Design quire_to_posit_4_0, sky130hd; sources not shown.
Fig. 1: routing congestion
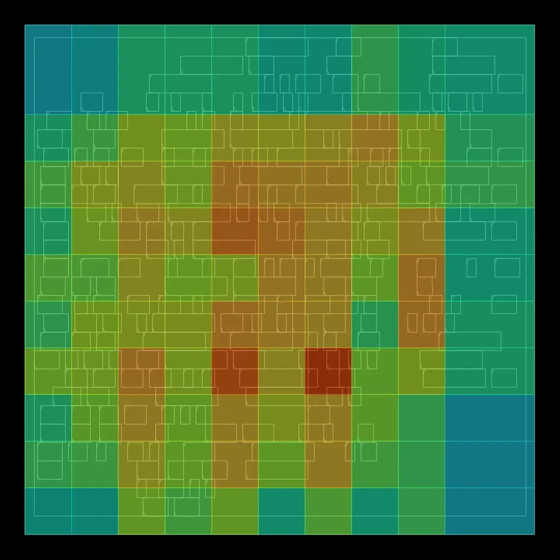
Wirelength per Cell: 13.6 um
global-route track usage on met2: 30.1%
GRT Total Usage: 16.9%
Most Crowded Layer GR: met2

Fig. 2: cells by drive strength
Scale bar: 20 um.
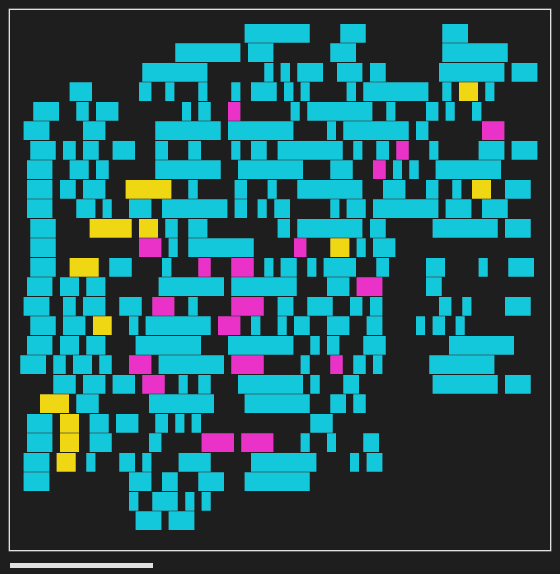
| size | color | cells |
|---|---|---|
| drive 2 | magenta | 18 |
| drive 1 or less | cyan | 212 |
| drive 3 to 4 | yellow | 12 |
area grow syn2layout: 26.6%
fin area: 2380 sq um
Non-clk bufs: 44
post-route setup slack: 0.417 ns

Fig. 3: layout detail
Scale bar: 10 um. Region (18, 3) to (58, 43) um. Cells in gray, sequential cells in the stronger gray; small squares are vias.
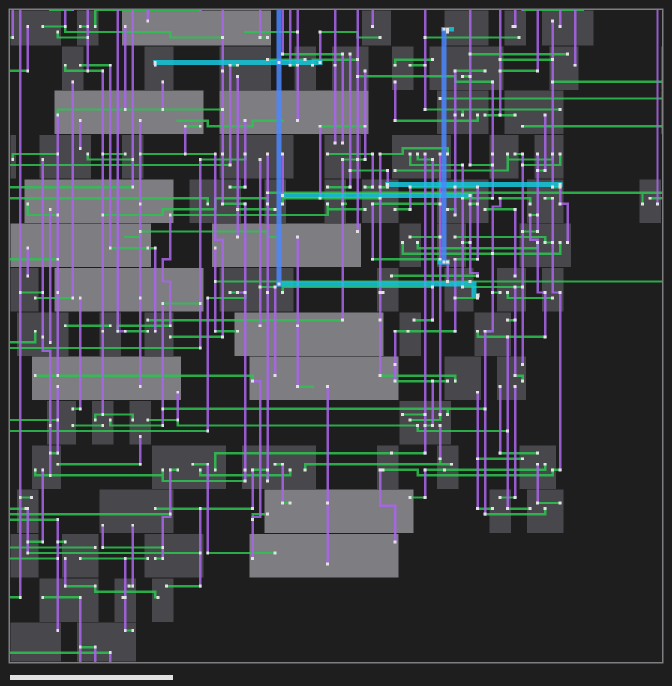
| layer | color |
|---|---|
| met1 | green |
| met4 | blue |
| met2 | purple |
| met3 | cyan |
most frequent: nand2_1 (12), dfrtp_1 (12), inv_1 (8)
cells with their middle in the window: 80
sequential cells in the window: 12

Fig. 4: met2 routing
Scale bar: 20 um.
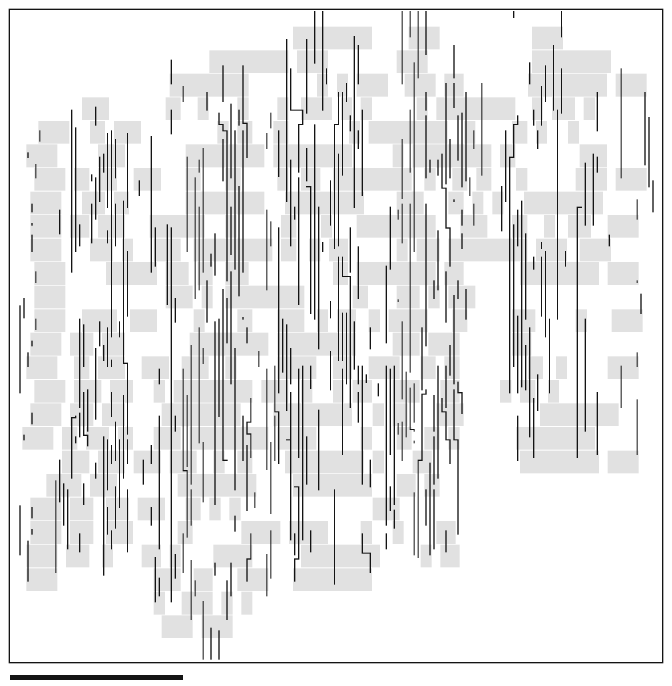
wire length on this layer: 2170 um
nets with wire on the layer: 233
main direction: vertical
Total Routed Length: 4.23 mm
via count: 1583

Fig. 5: signal wires on met1
Scale bar: 20 um. Supply wires on this layer in gray.
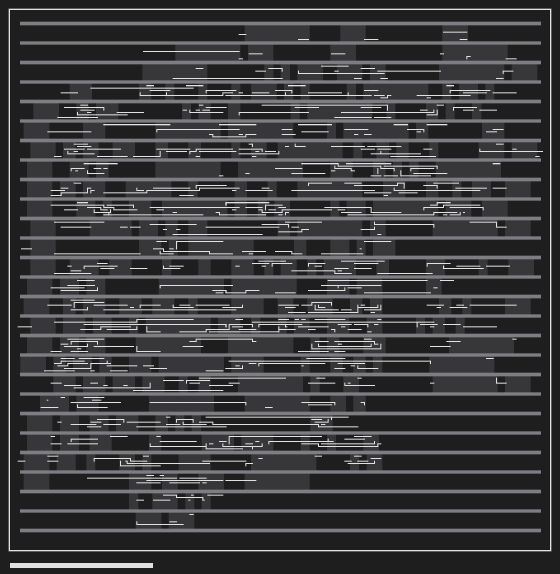
wire length on this layer: 1850 um
longest straight run: 28.1 um
nets with wire on the layer: 229
main direction: horizontal
met1 Use GR: 20.5%

==> impl_metrics.csv <==
group,metric,value,unit
setup_path,cp-end-kind,"flip-flop",
sta,fin_crit_sh,87.7,%
die,fp.dieW,75.3,um
pwr,power_frac_clock,19.8,%
pwr,p_int,619,uW
drt,ant_nets,0,
pwr,p_sw_share,32.5,%
sta,holdWs,0.493,ns
setup_path,worstPathCellList,"clkdlybuf4s50_1, or4_4, or4_1, or4_4, nor3_4, a31o_4, o21ai_0",
global_routing,grt_pass1_wl,7.20,mm
synthesis,synth.distinct_cells,38,
synthesis,yosys-top-cells-count,"nand2_1 (42), dfrtp_1 (34), o21ai_0 (17)",
clocking,cts_max_level,2,
sta,max_freq,335,MHz
synthesis,netlist_instances,200,
setup_path,path_max_fanout,17,
layout,fillers,633,
global_routing,grt_max_degree,35,
layout,area_share_nonclk_buffers,17.8,%
setup_path,crit_top_cell,"or4_4",
synthesis,ys_sh_xor,7.91,%
drt,met2_length,2.17,mm
sta,hold_viol_final,0,
layout,antenna_cells,0,
clocking,cts_resized,0,
drt,route.met3.wl,138,um
synthesis,synth.net_count,230,
synthesis,ys.flop_type,"dfrtp_1",
sta,maxSlewViolCount,0,
clocking,cts_tree,"yes",
layout,clock_buffers,6,
synthesis,synthAoiAreaFrac,21.2,%
synthesis,ys_sh_adder,1.33,%
setup_path,start_kind,"primary input",
setup_path,crit_family,"simple AND/OR/NAND/NOR gates",
setup_path,crit_arrival,3.24,ns
synthesis,synth.most_common_cell,"nand2_1",
layout,layout_top_cells,"nand2_1 (42), clkdlybuf4s50_1 (37), dfrtp_1 (34)",
sta,rsz0062_at_grt,"false",
layout,comb_area_share,39.7,%
synthesis,synth_top_cell_by_area,"dfrtp_1",
setup_path,cp_data_required_time,3.66,ns
synthesis,synth.top_cell.area_share,45.2,%
layout,layout-drive-gt1-share,12.4,%
synthesis,ys_seq_share,45.2,%
layout,clock_cell_area_share,1.58,%
die,dieHeight,75.3,um
synthesis,async_reset_ff_share,100,%
global_routing,grt_pass1_vias,1646,
synthesis,syn_area,1880,sq um
clocking,holdBufCountCts,0,
place,place_congestion,0.816,
layout,seq_area,851,sq um
setup_path,cpMaxStageDelayCell,"or4_4",
synthesis,yosys_register_bits,34,
pwr,power.leakage,1.01,nW
synthesis,synth_area_per_cell,9.41,sq um
clocking,post_cts_buffers,0,
pwr,max-vdd-ir-drop,0.107,mV
setup_path,cp.depth,7,
pwr,combPwrFrac,25.5,%
setup_path,reg2reg_slack,0.71,ns
place,hpwl,3.35,mm
die,ios,38,
global_routing,antenna_found_initial,0,
run,cap_violations,0,
layout,logic_gates,147,
drt,first_pass_iters,4,
pwr,clk-power,182,uW
run,tool_warnings,26,
global_routing,use_met3,3.57,%
place,dpl_cell_area,2340,sq um
layout,layout.nets,272,
die,n_tap_cell,70,
clocking,numClockSinks,34,
sta,setup_viol_count_final,0,
layout,final_util,46.3,%
clocking,clk_pin_slew,0.17,ns
drt,drc_errors,0,
clocking,cts_root_buffer,"clkbuf_2",
layout,comb_area,946,sq um
pwr,seq-power,502,uW
synthesis,yosysWarnings,0,
synthesis,synthTopLogicFamily,"AND-OR/OR-AND gates",
clocking,clock_latency,0.37,ns
layout,flops,34,
sta,fin_setup_tns,0,ns
sta,period_needed,2.98,ns
pwr,p_per_area,385,nW/um^2
die,initial_core_util,36.6,%
pwr,seq_power_share,54.7,%
layout,top_area_cell_class,"logic gates",
layout,lay_top_count,"nand2_1",
layout,inverters,10,
clocking,cts_inserted_buffers,5,
sta,skew,0.00932,ns
drt,drt-initial-drc-count,72,
place,place_ws,-0.00173,ns
synthesis,synth-edff-count,0,
layout,largest_reg_flops,19,
setup_path,cpPeakStageDelay,0.55,ns
sta,slew_headroom,57.8,%
drt,top_layer,"met4",
synthesis,mux_area_share,0.532,%
sta,worst_pin_slew,0.617,ns
drt,via_per_inst,5.07,
die,die_area,5670,sq um
worst_hold_path,hp-class,"flip-flop to flip-flop",
synthesis,synth-cells-yosys,200,
synthesis,top_cells_by_area,"dfrtp_1 (45%), nand2_1 (8.4%), xor2_1 (7.0%)",
global_routing,grt_overflow_total,0,
pwr,top_power_group,"registers",
synthesis,yosys.area_share.simple,19.1,%
die,coreArea,5140,sq um
place,io_buffers,37,
layout,final_cells,312,
pwr,p_sw,298,uW
die,fp-row-count,26,
drt,met1_length,1.85,mm
setup_path,r2r_cells,8,
status,status,"finished clean",
layout,sh_seq_area,35.7,%
clocking,cts_buffer_depth,2,
worst_hold_path,holdPathStages,2,
setup_path,cp_num_buf_inv,1,
setup_path,crit_type,"primary input to flip-flop",
pwr,p_comb,233,uW
place,place_inst,305,
synthesis,ys_area,1880,sq um
No activity file was given, so power comes from the tool's default toggle rates.
